$ cat src/rtl/div16u8u_seq.sv
// div16u8u_seq: exact sequential unsigned divider, DW-bit dividend / VW-bit divisor.
// Radix-2 restoring: one quotient bit per clock, valid/ready handshake both sides.
// A zero divisor skips the iteration and reports Q=all ones, R=A[VW-1:0], DZ=1.
module div16u8u_seq #(
    parameter int unsigned DW = 16,
    parameter int unsigned VW = 8
) (
    input  logic          clk,
    input  logic          rst,
    input  logic          in_valid,
    output logic          in_ready,
    input  logic [DW-1:0] A,
    input  logic [VW-1:0] B,
    output logic          out_valid,
    input  logic          out_ready,
    output logic [DW-1:0] Q,
    output logic [VW-1:0] R,
    output logic          DZ
);

    localparam int unsigned CW = $clog2(DW + 1);
    localparam int unsigned PW = VW + 1;

    typedef enum logic [1:0] {
        IDLE = 2'd0,
        RUN  = 2'd1,
        DONE = 2'd2
    } state_t;

    state_t        state;
    state_t        state_n;

    // Quotient shift register: dividend bits shift out the top, quotient bits enter the bottom
    logic [DW-1:0] qsr;
    logic [DW-1:0] qsr_n;
    // Partial remainder; always < divisor between steps, so VW bits hold it
    logic [VW-1:0] rem;
    logic [VW-1:0] rem_n;
    logic [VW-1:0] div;
    logic [VW-1:0] div_n;
    logic [CW-1:0] cnt;
    logic [CW-1:0] cnt_n;
    logic [DW-1:0] q_n;
    logic [VW-1:0] r_n;
    logic          dz_n;

    // Shifted partial remainder carries one extra bit so the compare never overflows
    logic [PW-1:0] p;
    logic          ge;

    // Next-state and datapath update
    always_comb begin
        state_n = state;
        qsr_n   = qsr;
        rem_n   = rem;
        div_n   = div;
        cnt_n   = cnt;
        q_n     = Q;
        r_n     = R;
        dz_n    = DZ;
        p       = {rem, qsr[DW-1]};
        ge      = (p >= {1'b0, div});

        case (state)
            IDLE: begin
                if (in_valid && in_ready) begin
                    qsr_n = A;
                    rem_n = '0;
                    div_n = B;
                    cnt_n = CW'(DW);
                    if (B == '0) begin
                        state_n = DONE;
                        q_n     = '1;
                        r_n     = A[VW-1:0];
                        dz_n    = 1'b1;
                    end else begin
                        state_n = RUN;
                    end
                end
            end
            RUN: begin
                qsr_n = {qsr[DW-2:0], ge};
                rem_n = ge ? VW'(p - {1'b0, div}) : VW'(p);
                cnt_n = cnt - CW'(1);
                if (cnt == CW'(1)) begin
                    state_n = DONE;
                    q_n     = qsr_n;
                    r_n     = rem_n;
                    dz_n    = 1'b0;
                end
            end
            DONE: begin
                if (out_ready) begin
                    state_n = IDLE;
                end
            end
            default: begin
                state_n = IDLE;
            end
        endcase
    end

    // State register
    always_ff @(posedge clk) begin
        if (rst) begin
            state <= IDLE;
        end else begin
            state <= state_n;
        end
    end

    // Datapath and registered handshake outputs
    always_ff @(posedge clk) begin
        if (rst) begin
            qsr       <= '0;
            rem       <= '0;
            div       <= '0;
            cnt       <= '0;
            Q         <= '0;
            R         <= '0;
            DZ        <= 1'b0;
            in_ready  <= 1'b0;
            out_valid <= 1'b0;
        end else begin
            qsr       <= qsr_n;
            rem       <= rem_n;
            div       <= div_n;
            cnt       <= cnt_n;
            Q         <= q_n;
            R         <= r_n;
            DZ        <= dz_n;
            in_ready  <= (state_n == IDLE);
            out_valid <= (state_n == DONE);
        end
    end

endmodule

$ cat config.mk
export PLATFORM = sky130hd
export DESIGN_NAME = div16u8u_seq
export DESIGN_NICKNAME = d
export VERILOG_FILES = /design/src/rtl/div16u8u_seq.sv
export SDC_FILE = /design/constraint.sdc
export NUM_CORES = 1
export LEC_CHECK = 0
export ABC_AREA = 1
export CAP_MARGIN = 20
export CORE_ASPECT_RATIO = 0.5
export CORE_MARGIN = 2
export CORE_UTILIZATION = 53
export DETAILED_ROUTE_END_ITERATION = 10
export PLACE_DENSITY = 0.79
export SKIP_LAST_GASP = 1
export SYNTH_ARGS = -nofsm -noshare
export SYNTH_HDL_FRONTEND = slang
export SYNTH_SLANG_ARGS = --single-unit
$ cat constraint.sdc
create_clock -name clk -period 2.3 [get_ports clk]
set_input_delay 0.46 -clock clk [delete_from_list [all_inputs] [get_ports clk]]
set_output_delay 0.46 -clock clk [all_outputs]
set_load 0.02 [all_outputs]
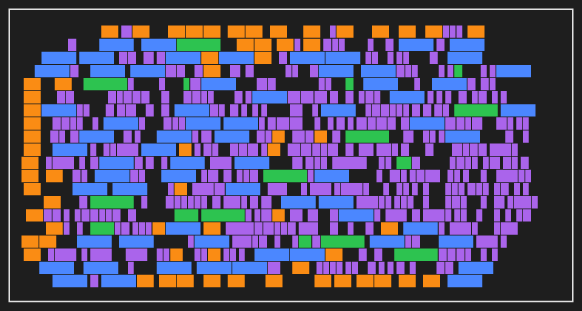
*Cells coloured by class, run 1*
other buffers and delay cells -> orange  # cells 63
all other logic -> purple  # cells 380
clock drivers and dummy loads -> green  # cells 16
flip-flops -> blue  # cells 66

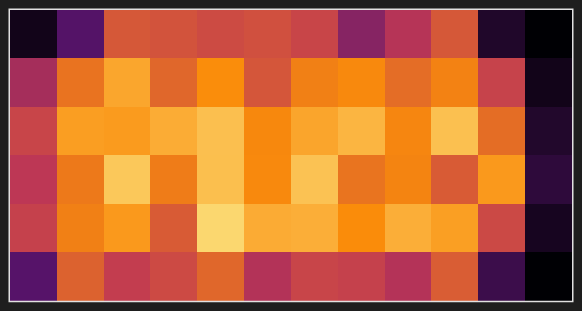
*Cell area per tile, run 1*
12 x 6 tiles, from black (low) to pale yellow (high), 0 to 100% covered.
densest ninth of the die = middle
nearly empty tiles = 2.8%
fullest tile = 91%

==> metrics.cfg, run 1 <==
[placed_design]
dp_slack_ps = 166
portBuffers = 54
place_hpwl_um = 5530
gp_congestion = 0.923

[sta]
clock-skew-final_ps = 6.33
finalSetupViolCount = 0
fmax_ghz = 0.532
fin_tns_setup_ps = 0
setup_ws_ps = 421

[floorplan]
die_h_um = 60.3
core_area_um2 = 6080
tapCellCount = 88
dieArea_um2 = 7020
row_count = 20

[final_layout]
area_growth_pct = 26.0
layout-drive-gt1-share_pct = 8.76
final_nets = 559
bufAreaShareNonClock_pct = 14.4
inverters_excl_clock = 68
final_cell_mix = nand2_1 (86), dfxtp_1 (66), inv_1 (63)
n_antenna_cell = 0
fin_area_um2 = 4230
nClkBuffers = 12
buffers = 63
seq_share_pct = 31.3
flops = 66

[setup_path]
crit_path_top_delay_cell = ha_1
crit_family = simple AND/OR/NAND/NOR gates
worstSetupStartpoint = rem[2]
reg2reg_to = R[7]
crit_cells = 10
start_kind = flip-flop
crit_path_end_kind = flip-flop
cp_cell_sequence = ha_1 > nand2_1 > nor2_1 > nand2_1 > nand3_2 > nand3_2 > nand4_1 > nand3_1 > nand2_1 > inv_1
cp_common_cell = nand2_1

[cts]
postCtsHoldBufs = 0
post_cts_buffers = 0
clkLatencyLatePin_ps = 330
cts_resized = 0
clk_pin_slew_worst_paths_ps = 50

[power]
internal-power_w = 0.00232
ir_drop_uv = 422
p_seq_share_pct = 37.6
power_frac_clock_pct = 37.4

[synth]
ys_cells = 467
synthAoiAreaFrac_pct = 18.4
topCombFamilyByArea = simple AND/OR/NAND/NOR gates
yosys.area_share.simple_pct = 25.6
synth.avg_cell_area_um2 = 7.18
synthTopCellsByCount = nand2_1 (86), dfxtp_1 (66), inv_1 (63)
ys_types = 34
edf_count = 0
synth-seq-cells = 66
synth.area.mux_share_pct = 0
yosys_warnings = 0
fp_nets = 506

[route]
drc = 0
first_pass_iters = 4

[flow_run]
max_cap_viol_count = 0

[global_routing]
antenna_found_initial = 0
grt_pass1_wl_um = 13200

[outcome]
status = complete, no violations

[worst_hold_path]
hold_class = flip-flop to flip-flop
holdCritStartpoint = div[4]

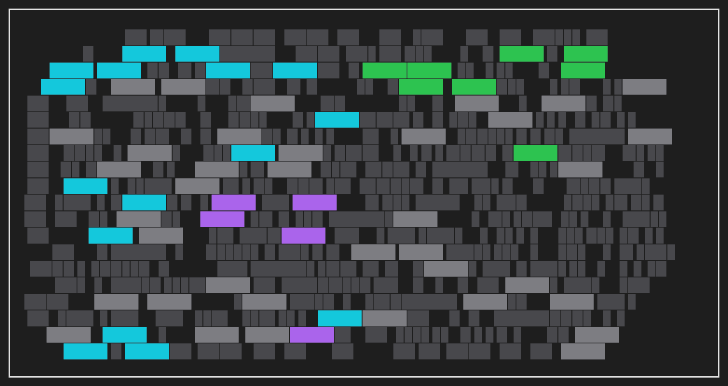
*Register map, names as in the netlist, run 1*
Other sequential cells in the stronger grey, the rest of the logic in the fainter grey.
`R` -> green  # flops 8
`cnt` -> purple  # flops 5, where middle
`Q` -> cyan  # flops 16
not coloured = 37

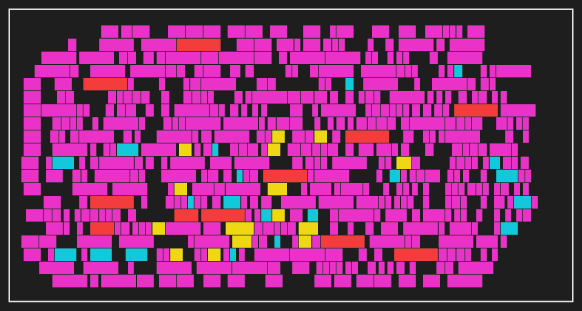
*Drive-strength map, run 1*
drive 6 and up -> red  # cells 11, most used clkbuf_16
drive 3 to 4 -> yellow  # cells 15, most used buf_4
drive 2 -> cyan  # cells 20
drive 1 or less -> magenta  # cells 479, most used nand2_1

==> run 1 -> run 2 <==
- CORE_UTILIZATION: 53 -> 48
- PLACE_DENSITY: 0.79 -> 0.76
- clock period: 2.3 -> 1.51 ns (I/O delays scaled with it)
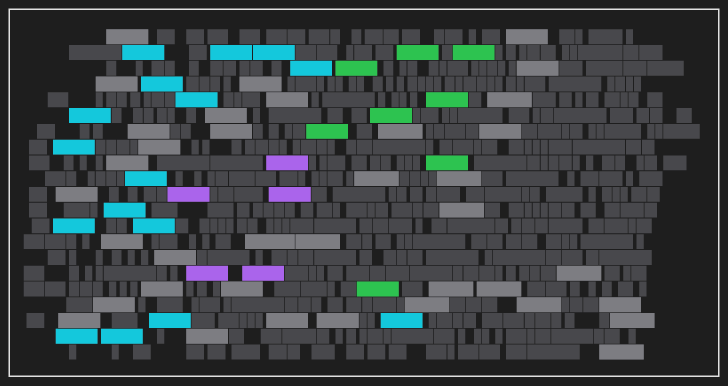
*Register map, names as in the netlist, run 2*
Other sequential cells in the stronger grey, the rest of the logic in the fainter grey.
Flop area: 1340 um^2
Seq power: 0.00195 W
Final Util: 78.1%
flop share of the area: 25.5%

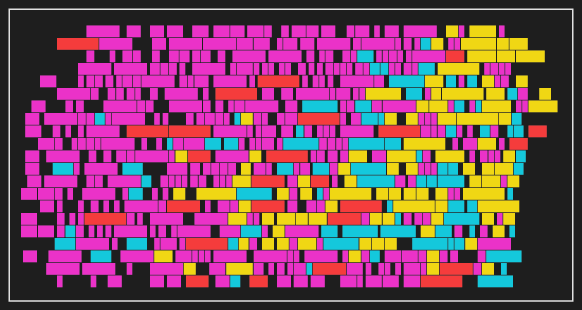
*Drive-strength map, run 2*
drive 2 -> cyan  # cells 76, most used nand2_2
drive 6 and up -> red  # cells 25, most used clkbuf_16
drive 1 or less -> magenta  # cells 393, most used nand2_1
drive 3 to 4 -> yellow  # cells 93, most used buf_4

==> run 2 against run 1 <==
Net effect: first-iteration DRC count rose by 36%; routed wire length rose by 45%; highest routed layer unchanged; die area rose by 9.9%; the flow now finishes with violations (setup timing); combinational power rose to 2.9 times the previous value; hold slack improved by 7.3 ps.
==> metrics.cfg, run 2 <==
[final_layout]
buffers = 121  ; was 63
n_antenna_cell = 0  ; unchanged
flops = 66  ; unchanged
nClkBuffers = 12  ; unchanged
clock_area_share_pct = 5.38  ; was 6.69%
fillCellCount = 460  ; was 519
layout-drive-gt1-share_pct = 33.0  ; was 8.76%
reg_top3 = Q: 16 flops, qsr: 16 flops  ; unchanged
bufAreaShareNonClock_pct = 22.0  ; was 14.4%
final_nets = 621  ; was 559
area_growth_pct = 56.7  ; was 26.0%
final_cell_mix = nand2_1 (68), buf_4 (53), dfxtp_1 (52)  ; was nand2_1 (86), dfxtp_1 (66), inv_1 (63)
inverters_excl_clock = 68  ; unchanged

[synth]
synth-seq-cells = 66  ; unchanged
topCombFamilyByArea = simple AND/OR/NAND/NOR gates  ; unchanged
yosys.area_share.simple_pct = 25.6  ; unchanged
synth.avg_cell_area_um2 = 7.18  ; unchanged
synth.area.mux_share_pct = 0  ; unchanged
synthTopCellsByCount = nand2_1 (86), dfxtp_1 (66), inv_1 (63)  ; unchanged
edf_count = 0  ; unchanged
ys_cells = 467  ; unchanged
yosys_warnings = 0  ; unchanged
fp_nets = 506  ; unchanged
synthAoiAreaFrac_pct = 18.4  ; unchanged
syn-instance-count = 467  ; unchanged
ys_types = 34  ; unchanged

[worst_hold_path]
holdCritStartpoint = qsr[13]  ; was div[4]
hold_class = flip-flop to flip-flop  ; unchanged

[sta]
setup_ws_ps = -205  ; was 421 ps
fin_tns_setup_ps = -2980  ; was 0 ps
fin_crit_ps = 1720  ; was 1880 ps
clock-skew-final_ps = 8.83  ; was 6.33 ps
finalSetupViolCount = 30  ; was 0
rsz0062_at_grt = true  ; was false
fmax_ghz = 0.583  ; was 0.532 GHz

[power]
p_seq_share_pct = 30.6  ; was 37.6%
power_frac_clock_pct = 31.0  ; was 37.4%
internal-power_w = 0.00410  ; was 0.00232 W
ir_drop_uv = 690  ; was 422 uV

[global_routing]
antenna_found_initial = 0  ; unchanged
grt_pass1_wl_um = 16200  ; was 13,200 um
use_met1_pct = 34.9  ; was 33.1%

[placed_design]
placed_cells = 643  ; was 597
gp_congestion = 0.877  ; was 0.923
dp_slack_ps = -360  ; was 166 ps
portBuffers = 54  ; unchanged
place_hpwl_um = 6040  ; was 5530 um

[floorplan]
dieArea_um2 = 7710  ; was 7020 um^2
tapCellCount = 92  ; was 88
die_h_um = 63.1  ; was 60.3 um
core_area_um2 = 6730  ; was 6080 um^2

[setup_path]
reg2reg_to = rem[4]  ; was R[7]
reg2reg_slack_ps = -210  ; was 420 ps
cp_common_cell = nand3_2  ; was nand2_1
worstSetupStartpoint = qsr[15]  ; was rem[2]
setup.worst_path.end = rem[4]  ; was R[7]
start_kind = flip-flop  ; unchanged
crit_family = adder cells  ; was simple AND/OR/NAND/NOR gates
slowest_delay_ps = 380  ; about the same
cp_cell_sequence = inv_2 > ha_4 > inv_2 > fa_2 > nand3_2 > nand3_2 > xor2_2 > nand3_2 > nand3_2 > nand2_2 > inv_2  ; was ha_1 > nand2_1 > nor2_1 > nand2_1 > nand3_2 > nand3_2 > nand4_1 > nand3_1 > nand2_1 > inv_1
crit_path_end_kind = flip-flop  ; unchanged
crit_path_top_delay_cell = fa_2  ; was ha_1
crit_cells = 11  ; was 10

[cts]
postCtsHoldBufs = 0  ; unchanged
post_cts_buffers = 7  ; was 0
clkLatencyLatePin_ps = 330  ; about the same
cts_resized = 79  ; was 0
clk_pin_slew_worst_paths_ps = 60  ; was 50 ps

[flow_run]
max_cap_viol_count = 0  ; unchanged

[route]
drc = 0  ; unchanged
first_pass_iters = 6  ; was 4

[outcome]
violations = setup timing
status = finished, violations left  ; was complete, no violations

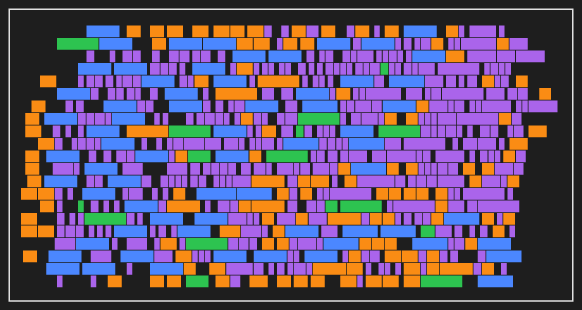
*Cells coloured by class, run 2*
std cell rows: 21
cell area after layout: 5260 um^2

No activity file was given, so power comes from the tool's default toggle rates.
